==> config.mk <==
export PLATFORM = sky130hd
export DESIGN_NAME = serial_addsub_seq
export DESIGN_NICKNAME = d
export VERILOG_FILES = /design/src/rtl/serial_addsub_seq.sv
export SDC_FILE = /design/constraint.sdc
export NUM_CORES = 1
export LEC_CHECK = 0
export ABC_AREA = 1
export ABC_CLOCK_PERIOD_IN_PS = 2100
export CORE_UTILIZATION = 54
export CTS_CLUSTER_SIZE = 24
export DETAILED_ROUTE_END_ITERATION = 8
export HOLD_SLACK_MARGIN = 0.12
export PLACE_DENSITY = 0.82
export SLEW_MARGIN = 5
export SYNTH_ARGS = -nofsm -noshare
export SYNTH_HDL_FRONTEND = slang
export SYNTH_SLANG_ARGS = --single-unit
==> constraint.sdc <==
create_clock -name clk -period 2.1 [get_ports clk]
set_input_delay 0.63 -clock clk [delete_from_list [all_inputs] [get_ports clk]]
set_output_delay 0.63 -clock clk [all_outputs]
set_load 0.03 [all_outputs]
==> src/rtl/serial_addsub_seq.sv <==
// Bit-serial add/subtract: one shared full adder processes WIDTH bits LSB first, one per clock.
// Optional SERIAL_ADDSUB_SAT_EN saturates the result to the signed limit on overflow.

module serial_addsub_fa (
  input  logic a,
  input  logic b,
  input  logic cin,
  output logic sum,
  output logic carry
);

  assign sum   = a ^ b ^ cin;
  assign carry = (a & b) | (cin & (a ^ b));

endmodule

module serial_addsub_seq #(
  parameter int WIDTH = 4
) (
  input  logic             clk,
  input  logic             rst_n,
  input  logic             start,
  input  logic             sub,
  input  logic [WIDTH-1:0] a,
  input  logic [WIDTH-1:0] b,
  output logic             busy,
  output logic             done,
  output logic [WIDTH-1:0] result,
  output logic             cout,
  output logic             ovf
);

  localparam int CW = $clog2(WIDTH);

  if (WIDTH < 2 || WIDTH > 32) begin : g_width_check
    $error("serial_addsub_seq: WIDTH must be within 2..32");
  end

  typedef enum logic [1:0] {
    IDLE = 2'd0,
    RUN  = 2'd1,
    DONE = 2'd2
  } state_t;

  state_t state, state_nxt;

  logic [WIDTH-1:0] a_sh;
  logic [WIDTH-1:0] b_sh;
  logic [WIDTH-2:0] res_sh;
  logic [WIDTH-1:0] res_nxt;
  logic [WIDTH-1:0] res_final;
  logic             cy;
  logic [CW-1:0]    cnt;
  logic             accept;
  logic             last;
  logic             fa_sum;
  logic             fa_cy;
  logic             ovf_nxt;

  serial_addsub_fa u_fa (
    .a     (a_sh[0]),
    .b     (b_sh[0]),
    .cin   (cy),
    .sum   (fa_sum),
    .carry (fa_cy)
  );

  always_ff @(posedge clk or negedge rst_n) begin
    if (!rst_n) begin
      state <= IDLE;
    end else begin
      state <= state_nxt;
    end
  end

  always_comb begin
    state_nxt = state;
    accept    = 1'b0;
    last      = 1'b0;
    case (state)
      IDLE: begin
        if (start) begin
          accept    = 1'b1;
          state_nxt = RUN;
        end
      end
      RUN: begin
        if (cnt == CW'(WIDTH - 1)) begin
          last      = 1'b1;
          state_nxt = DONE;
        end
      end
      DONE: begin
        if (start) begin
          accept    = 1'b1;
          state_nxt = RUN;
        end else begin
          state_nxt = IDLE;
        end
      end
      default: state_nxt = IDLE;
    endcase
  end

  assign busy = (state == RUN);
  assign done = (state == DONE);

  // Sum bit enters at the MSB side; after WIDTH steps the word is LSB-aligned.
  assign res_nxt = {fa_sum, res_sh};
  // The carry flop holds the MSB carry-in during the final step.
  assign ovf_nxt = cy ^ fa_cy;

`ifdef SERIAL_ADDSUB_SAT_EN
  always_comb begin
    res_final = res_nxt;
    if (ovf_nxt) begin
      // a_sh[0] is operand A's MSB on the last step; it gives the true sign.
      res_final = a_sh[0] ? {1'b1, {(WIDTH-1){1'b0}}} : {1'b0, {(WIDTH-1){1'b1}}};
    end
  end
`else
  assign res_final = res_nxt;
`endif

  always_ff @(posedge clk or negedge rst_n) begin
    if (!rst_n) begin
      a_sh   <= '0;
      b_sh   <= '0;
      res_sh <= '0;
      cy     <= 1'b0;
      cnt    <= '0;
      result <= '0;
      cout   <= 1'b0;
      ovf    <= 1'b0;
    end else if (accept) begin
      a_sh <= a;
      b_sh <= b ^ {WIDTH{sub}};
      cy   <= sub;
      cnt  <= '0;
    end else if (state == RUN) begin
      a_sh   <= a_sh >> 1;
      b_sh   <= b_sh >> 1;
      res_sh <= res_nxt[WIDTH-1:1];
      cy     <= fa_cy;
      cnt    <= cnt + 1'b1;
      if (last) begin
        result <= res_final;
        cout   <= fa_cy;
        ovf    <= ovf_nxt;
      end
    end
  end

endmodule

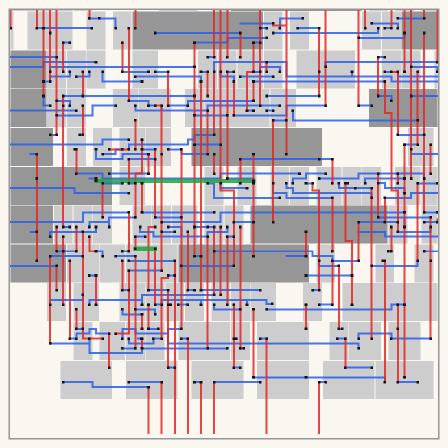
Fig. 1. Zoomed window.
Region (8, 0) to (38, 30) um. Cells in gray, sequential cells in the stronger gray; small squares are vias.
blue -> metal 1
red -> metal 2
green -> metal 3
cells with their middle in the window = 89
netlist names of flops here include = `a_sh` (2), `state` (2)
sequential cells in the window = 6
most frequent = nand2_1 (32), nand3_1 (14), inv_1 (10)

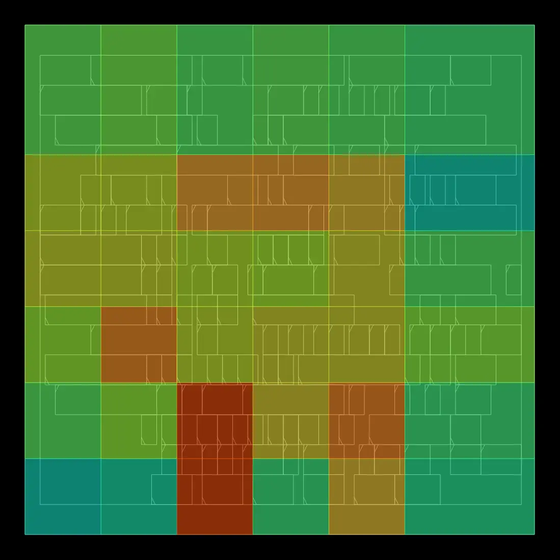
Fig. 2. Routing congestion map.
fraction of met2 tracks used by global routing: 33.52%
post-detailed-route wirelength per cell: 10.90 um
Most Used Layer, Global Route: met2
met1 Usage GRT: 28.32%
All-Layer GR Usage: 20.80%

==> impl_metrics.toml <==
# flow metrics
[worst_setup_path]
reg2reg_launch_point = "cy$_DFFE_PN0P_"
cp-end-kind = "output port"
crit_slowest_cell = "dfrtp_1"
timing.critical_path.to = "done"
critical_path_launch_point_type = "register"
rr_endpoint = "cy$_DFFE_PN0P_"
crit_start = "state[1]$_DFFE_PN0P_"
max_stage_delay_ns = 0.46
cell_count_of_the_worst_reg_to_reg_path = 5
critical-path-top-delay-family = "buffers and inverters"
worstSetupPathDepth = 3
worstPathCellList = "inv_1 -> nor2_1 -> clkdlybuf4s15_1"
timing_worst_setup_path_type = "register to output port"

[final_layout]
largest_cell_class_by_area = "sequential cells"
area.combinational_sq_um = 430.4
area.share.combinational_pct = 32.95
signal_buffers = 21
final-clk-cell-share_pct = 1.724
fin_nets = 163
finalCoreUtilization_pct = 73.26
num-fill-cells = 138
regArea_sq_um = 551.8
final.signal_inverter_count = 17
comb_cells = 84
n_antenna_cell = 0
final_layout_size_suffix_gt1_share_pct = 12.24
bufAreaShareNonClock_pct = 15.61

[route]
dr.first_iter.drc_count = 28
drt.antenna.violating_nets = 0
post-route-drc-count = 0
dr.max_layer_used = "met3"
met2_length_um = 907
dr_wl_met3_um = 74

[clock_tree]
clock_sinks = 22
cts_root_buf = "clkbuf_4"
post-cts-setup-buffers = 0
cts_hold_repair.buffers = 0
number_of_cts_inserted_buffers = 3
clkTransAtPathRegs_ns = 0.11
cts_max_level = 1

[synth]
yosys_area_sq_um = 1059
yosys_top_cell_by_area = "dfrtp_1"
yosysWarningCount = 0
netlist_area_sq_um = 1059
ys_types = 18
yosys.area.top_type_share_pct = 52.01
async_reset_ff_share_pct = 100.0
synthCells = 124
synthSimpleGateAreaFrac_pct = 30.14
post_synth.cell_area_avg_sq_um = 8.536
top_cells_by_count = "nand2_1 (44), dfrtp_1 (22), inv_1 (15), nand3_1 (14)"
ys_sh_aoi_pct = 6.619
fp_nets = 138
synth_dominant_cell_count = "nand2_1"
synthTopLogicFamily = "simple AND/OR/NAND/NOR gates"
ys_sh_xor_pct = 0.8274

[sta]
hold_violations = 0
rsz0062_at_grt = "false"
setup_viol = 0
share_of_the_clock_period_used_by_the_worst_path_after_layout_pct = 95.02
final_period_demand_of_the_worst_path_ns = 1.995
fmax_achieved_mhz = 501.2
hold_slack_ns = 0.4838
tightest_slew_ns = 0.4349
post-route-worst-setup-slack_ns = 0.1046
slew-limit-headroom_pct = 70.90

[placement]
place.port_buffers = 19
pre_cts_ws_ns = 0.1269

[global_routing]
pin_count_of_the_biggest_net_entering_global_routing = 23
grt_remaining_overflow = 0
use_met3_pct = 7.059
antenna_found_initial = 0
grt_pass1_vias = 735

[floorplan]
initial_core_util_pct = 59.37
die_width_um = 46.28
taps = 25
die-area_sq_um = 2141
pin_count = 20

[job]
drv_cap = 0

[pwr]
internal_power_mw = 1.071
fin_total_pwr_mw = 1.928
p_seq_uw = 760
power.share.switching_pct = 44.44
switching_power_uw = 857.0
static-leakage-power_nw = 0.6766
power_top_consumer = "combinational logic"

[min_path]
hold_depth = 1
whs_endpoint = "cnt[0]$_DFFE_PN0P_"
worstHoldStart = "cnt[0]$_DFFE_PN0P_"

[outcome]
run_status = "complete, no violations"
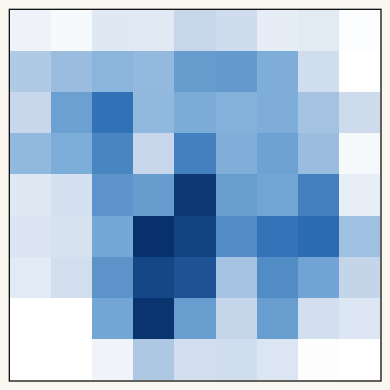
Fig. 3. Wiring heat map.
Drawn at 8 px/um. The die is cut into 9 by 9 equal tiles; white is low, dark blue is high, scaled to the fullest tile. Values are wire area over tile area, all layers added.
fullest tile = 0.36
mean over tiles = 0.14
nearly empty tiles = 9.9%
tiles over half the peak = 35%
emptiest ninth of the die = south-west
densest ninth of the die = center
total length of routed wires: 1.875 mm
total number of vias: 832

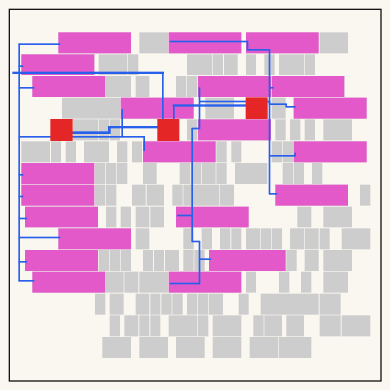
Fig. 4. Clock distribution.
Drawn at 8 px/um.
red -> clock drivers  # count 3
blue -> clock wires  # length 204 um
magenta -> flip-flops  # count 22
routed clock nets = 4
Clock Skew: 0.009327 ns
clock share of power: 9.1%
clock latency on the worst-skew pair: 0.30 ns
clock-net power: 176 uW

==> layout by cell type (no fill, tap or decap) <==
cell type,n
nand2_4,2
inv_2,1
dlygate4sd2_1,1
clkdlybuf4s50_1,17
a21oi_1,1
nand2_2,2
nand3_1,14
buf_4,2
dfrtp_2,1
xor2_1,1
or2_2,1
nand2_1,44
clkbuf_4,3
fa_1,1
dfrtp_1,21
ha_1,1
nor2_1,6
inv_4,1
inv_1,15
nor2_8,1
clkdlybuf4s15_1,1
o21ai_0,6
o21ai_2,4
==> per-stage QoR <==
step	instance area [sq um]	instances
floorplan	1059	124
global placement	1284	169
detailed placement	1284	169
CTS	1305	172
global route	1306	172
finish	1306	172
==> flip-flops by register name (all words and copies together), names as in the netlist, 2 cells and up <==
signal  count
result      4
b_sh        4
cnt         2
state       2
res_sh      3
a_sh        4
Power is estimated from default activity; no workload was simulated.
